Fig. 1: pin placement
Pins as bars across the die edge, other pins in grey.
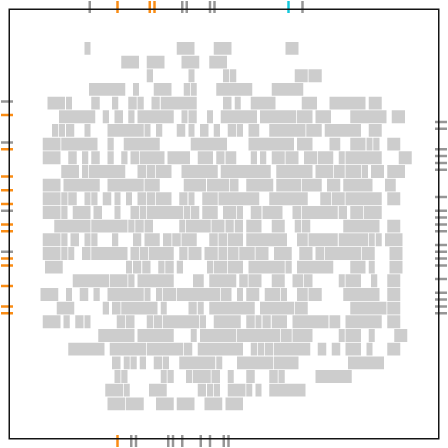
Fig. 2: track usage over the die
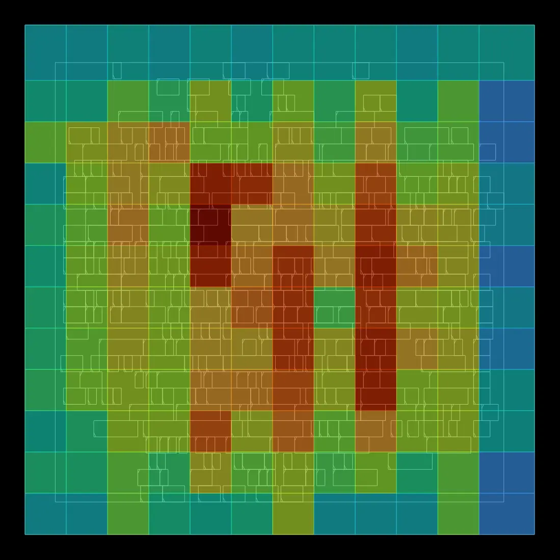
==> config.mk <==
export PLATFORM = sky130hd
export DESIGN_NAME = bcd_serial_adder
export DESIGN_NICKNAME = d
export VERILOG_FILES = /design/src/rtl/bcd_pkg.sv /design/src/rtl/bcd_digit_add.sv /design/src/rtl/bcd_serial_adder.sv
export SDC_FILE = /design/constraint.sdc
export NUM_CORES = 1
export LEC_CHECK = 0
export CAP_MARGIN = 40
export CORE_MARGIN = 5
export CORE_UTILIZATION = 45
export CTS_CLUSTER_SIZE = 25
export DETAILED_ROUTE_END_ITERATION = 7
export PLACE_DENSITY = 0.75
export SLEW_MARGIN = 20
export SYNTH_ARGS = -nofsm -noshare
export SYNTH_HDL_FRONTEND = slang
export SYNTH_HIERARCHICAL = 1
export SYNTH_SLANG_ARGS = --single-unit
export TNS_END_PERCENT = 5
==> constraint.sdc <==
create_clock -name clk -period 3.5 [get_ports clk]
set_input_delay 0.875 -clock clk [delete_from_list [all_inputs] [get_ports clk]]
set_output_delay 0.875 -clock clk [all_outputs]
set_load 0.1 [all_outputs]
==> impl_metrics.xml <==
<?xml version="1.0" encoding="UTF-8"?>
<metrics>
  <group name="status">
    <metric name="outcome" unit="">finished, final reports clean</metric>
  </group>
  <group name="setup_path">
    <metric name="timing.critical_path.slowest_stage_cell" unit="">sky130_fd_sc_hd__fa_2</metric>
    <metric name="critical_path.max_stage_delay" unit="ps">420</metric>
    <metric name="critical_path_depth" unit="">15</metric>
    <metric name="critPathBufInv" unit="">2</metric>
    <metric name="r2r_setup_slack" unit="ps">80</metric>
    <metric name="arrival" unit="ps">3610</metric>
    <metric name="timing.critical_path.fanout_max" unit="">6</metric>
    <metric name="required_time_of_the_worst_setup_path" unit="ps">3690</metric>
    <metric name="critPathTopFamily" unit="">adder cells</metric>
    <metric name="timing.critical_path.from_type" unit="">flop</metric>
    <metric name="critPathCaptureType" unit="">flop</metric>
    <metric name="critical_setup_path_class" unit="">reg -&gt; reg</metric>
  </group>
  <group name="global_route">
    <metric name="antenna_violations_before_repair" unit="">0</metric>
    <metric name="vias_in_the_first_global_route" unit="">2185</metric>
    <metric name="maximum_number_of_pins_on_one_net_before_global_route_repair" unit="">40</metric>
    <metric name="grtUsageTotal" unit="%">16.4</metric>
    <metric name="grtUsageMet2" unit="%">29.6</metric>
    <metric name="grt-ovfl-total" unit="">0</metric>
    <metric name="grt_first_pass_wirelength" unit="µm">9740</metric>
  </group>
  <group name="power">
    <metric name="p_total" unit="W">0.00142</metric>
    <metric name="dominant_power_group" unit="">sequential cells</metric>
    <metric name="power.leakage" unit="nW">1.27</metric>
    <metric name="power_density" unit="nW/µm²">423</metric>
    <metric name="seq_power_share" unit="%">47.1</metric>
    <metric name="clkPwrFrac" unit="%">23.2</metric>
    <metric name="seq_cell_power" unit="W">0.000668</metric>
    <metric name="power.clock.total" unit="W">0.000329</metric>
    <metric name="power_combinational" unit="W">0.000421</metric>
    <metric name="proportion_of_power_drawn_by_combinational_gates" unit="%">29.7</metric>
    <metric name="intPower" unit="W">0.000977</metric>
    <metric name="switching_pwr" unit="W">0.000441</metric>
    <metric name="vdd_drop_max" unit="mV">0.193</metric>
    <metric name="power.share.switching" unit="%">31.1</metric>
  </group>
  <group name="final_timing">
    <metric name="clock.fmax" unit="MHz">292</metric>
    <metric name="max_slew.worst_pin.slew" unit="ps">533</metric>
    <metric name="final.setup.tns" unit="ps">0</metric>
    <metric name="finalWorstSetupSlack" unit="ps">80.6</metric>
    <metric name="finalHoldWorstSlack" unit="ps">460</metric>
    <metric name="min_period_over_period" unit="%">97.7</metric>
    <metric name="slew_viols_final" unit="">0</metric>
    <metric name="setup_repair_after_global_routing_missed_its_margin" unit="">yes</metric>
    <metric name="fin_crit" unit="ps">3420</metric>
    <metric name="timing.clock.skew" unit="ps">4.42</metric>
    <metric name="setup_viol" unit="">0</metric>
  </group>
  <group name="layout">
    <metric name="final.signal_buffer_count" unit="">72</metric>
    <metric name="biggestCellCategory" unit="">multi-input combinational cells</metric>
    <metric name="nonClkBufAreaFrac" unit="%">18.9</metric>
    <metric name="final-seq-area" unit="µm²">1090</metric>
    <metric name="finish.utilization" unit="%">60.8</metric>
    <metric name="layout.cells.most_common_list" unit="">sky130_fd_sc_hd__nand2_1 (77), sky130_fd_sc_hd__a21oi_1 (55), sky130_fd_sc_hd__dfxtp_1 (52)</metric>
    <metric name="clock_cell_share" unit="%">2.28</metric>
    <metric name="lay_top_count" unit="">sky130_fd_sc_hd__nand2_1</metric>
    <metric name="mi_logic_area" unit="µm²">1380</metric>
    <metric name="design_area" unit="µm²">3350</metric>
    <metric name="area.share.sequential" unit="%">32.5</metric>
    <metric name="area.growth.synth_to_final" unit="%">31.8</metric>
    <metric name="fillCellCount" unit="">508</metric>
    <metric name="finalNonFillerCells" unit="">442</metric>
    <metric name="numSequentialCells" unit="">54</metric>
    <metric name="layout-drive-gt1-share" unit="%">19.5</metric>
  </group>
  <group name="yosys">
    <metric name="synth_top_flop_cell" unit="">sky130_fd_sc_hd__dfxtp_1</metric>
    <metric name="edf_count" unit="">0</metric>
    <metric name="synth-seq-cells" unit="">54</metric>
    <metric name="netlist.area_leader.share" unit="%">42.5</metric>
    <metric name="post_synth_inst_count" unit="">315</metric>
    <metric name="syn-cell-area" unit="µm²">2540</metric>
    <metric name="count_of_cell_types_in_the_netlist" unit="">38</metric>
    <metric name="post-synth-top-area-cell" unit="">sky130_fd_sc_hd__dfxtp_1</metric>
    <metric name="leading_cell_types_by_count_after_synthesis" unit="">sky130_fd_sc_hd__nand2_1 (77), sky130_fd_sc_hd__a21oi_1 (58), sky130_fd_sc_hd__dfxtp_1 (54), sky130_fd_sc_hd__inv_1 (22), sky130_fd_sc_hd__a22o_1 (13)</metric>
    <metric name="area_share_of_and_or_nand_nor_cells_after_synthesis" unit="%">18.1</metric>
    <metric name="floorplan.nets" unit="">361</metric>
    <metric name="yosys.stat.seqShare" unit="%">42.5</metric>
    <metric name="most_common_cell" unit="">sky130_fd_sc_hd__nand2_1</metric>
    <metric name="synth.comb.largest_family" unit="">AND-OR/OR-AND gates</metric>
    <metric name="async_flop_share" unit="%">0</metric>
    <metric name="synth-warning-count" unit="">6</metric>
    <metric name="synth.yosys.chip_area" unit="µm²">2540</metric>
  </group>
  <group name="detailed_routing">
    <metric name="routed_length_on_met3" unit="µm">353</metric>
    <metric name="number_of_vias_after_detailed_routing" unit="">2297</metric>
    <metric name="routed_wl" unit="µm">6080</metric>
    <metric name="routedWlPerCell" unit="µm">13.8</metric>
    <metric name="drc_errors" unit="">0</metric>
    <metric name="drt_first_iter_violations" unit="">95</metric>
    <metric name="drtPass1Iterations" unit="">4</metric>
    <metric name="remaining_number_of_nets_flagged_by_the_antenna_check_after_routing" unit="">0</metric>
    <metric name="route.met2.wl" unit="µm">3030</metric>
    <metric name="top_layer_used" unit="">met4</metric>
    <metric name="met1_length" unit="µm">2560</metric>
  </group>
  <group name="job">
    <metric name="maxCapViolations" unit="">0</metric>
  </group>
  <group name="clock_tree">
    <metric name="numCtsBuffers" unit="">5</metric>
    <metric name="clk-insertion-delay-late" unit="ps">310</metric>
    <metric name="h-tree-depth" unit="">2</metric>
    <metric name="post_cts_hold_buffer_count" unit="">0</metric>
    <metric name="clk_pin_slew_worst_setup_hold_paths" unit="ps">90</metric>
    <metric name="cts_root_buf" unit="">sky130_fd_sc_hd__clkbuf_8</metric>
    <metric name="post-cts-setup-buffers" unit="">1</metric>
    <metric name="tritoncts" unit="">built</metric>
    <metric name="cts_repair_resize_count" unit="">6</metric>
  </group>
  <group name="floorplan">
    <metric name="row_count" unit="">27</metric>
    <metric name="fp_util" unit="%">46.2</metric>
    <metric name="die-area" unit="µm²">7250</metric>
    <metric name="io-pin-count" unit="">56</metric>
    <metric name="fp.coreArea" unit="µm²">5510</metric>
    <metric name="nWellTaps" unit="">72</metric>
  </group>
  <group name="place">
    <metric name="placement.cell_area" unit="µm²">3100</metric>
    <metric name="finalWeightedCongestion" unit="">0.809</metric>
    <metric name="place.detailed.instances" unit="">430</metric>
  </group>
  <group name="hold_path">
    <metric name="whs_path_depth" unit="">2</metric>
    <metric name="hp-class" unit="">reg -&gt; reg</metric>
  </group>
</metrics>
## Picture notes: Fig. 1
colour	port	pins	direction	edge
cyan	`cout`	1	output	north
orange	`b`	16	input	12 west, 3 north, 1 south
Die Span Y: 85.2 µm
horizontal extent of the die: 85.2 µm
number of port buffers: 54

## Picture notes: Fig. 2
most heavily used metal layer in global routing: met2
met3 routing resource usage after global routing: 4.08%

No activity file was given, so power comes from the tool's default toggle rates.
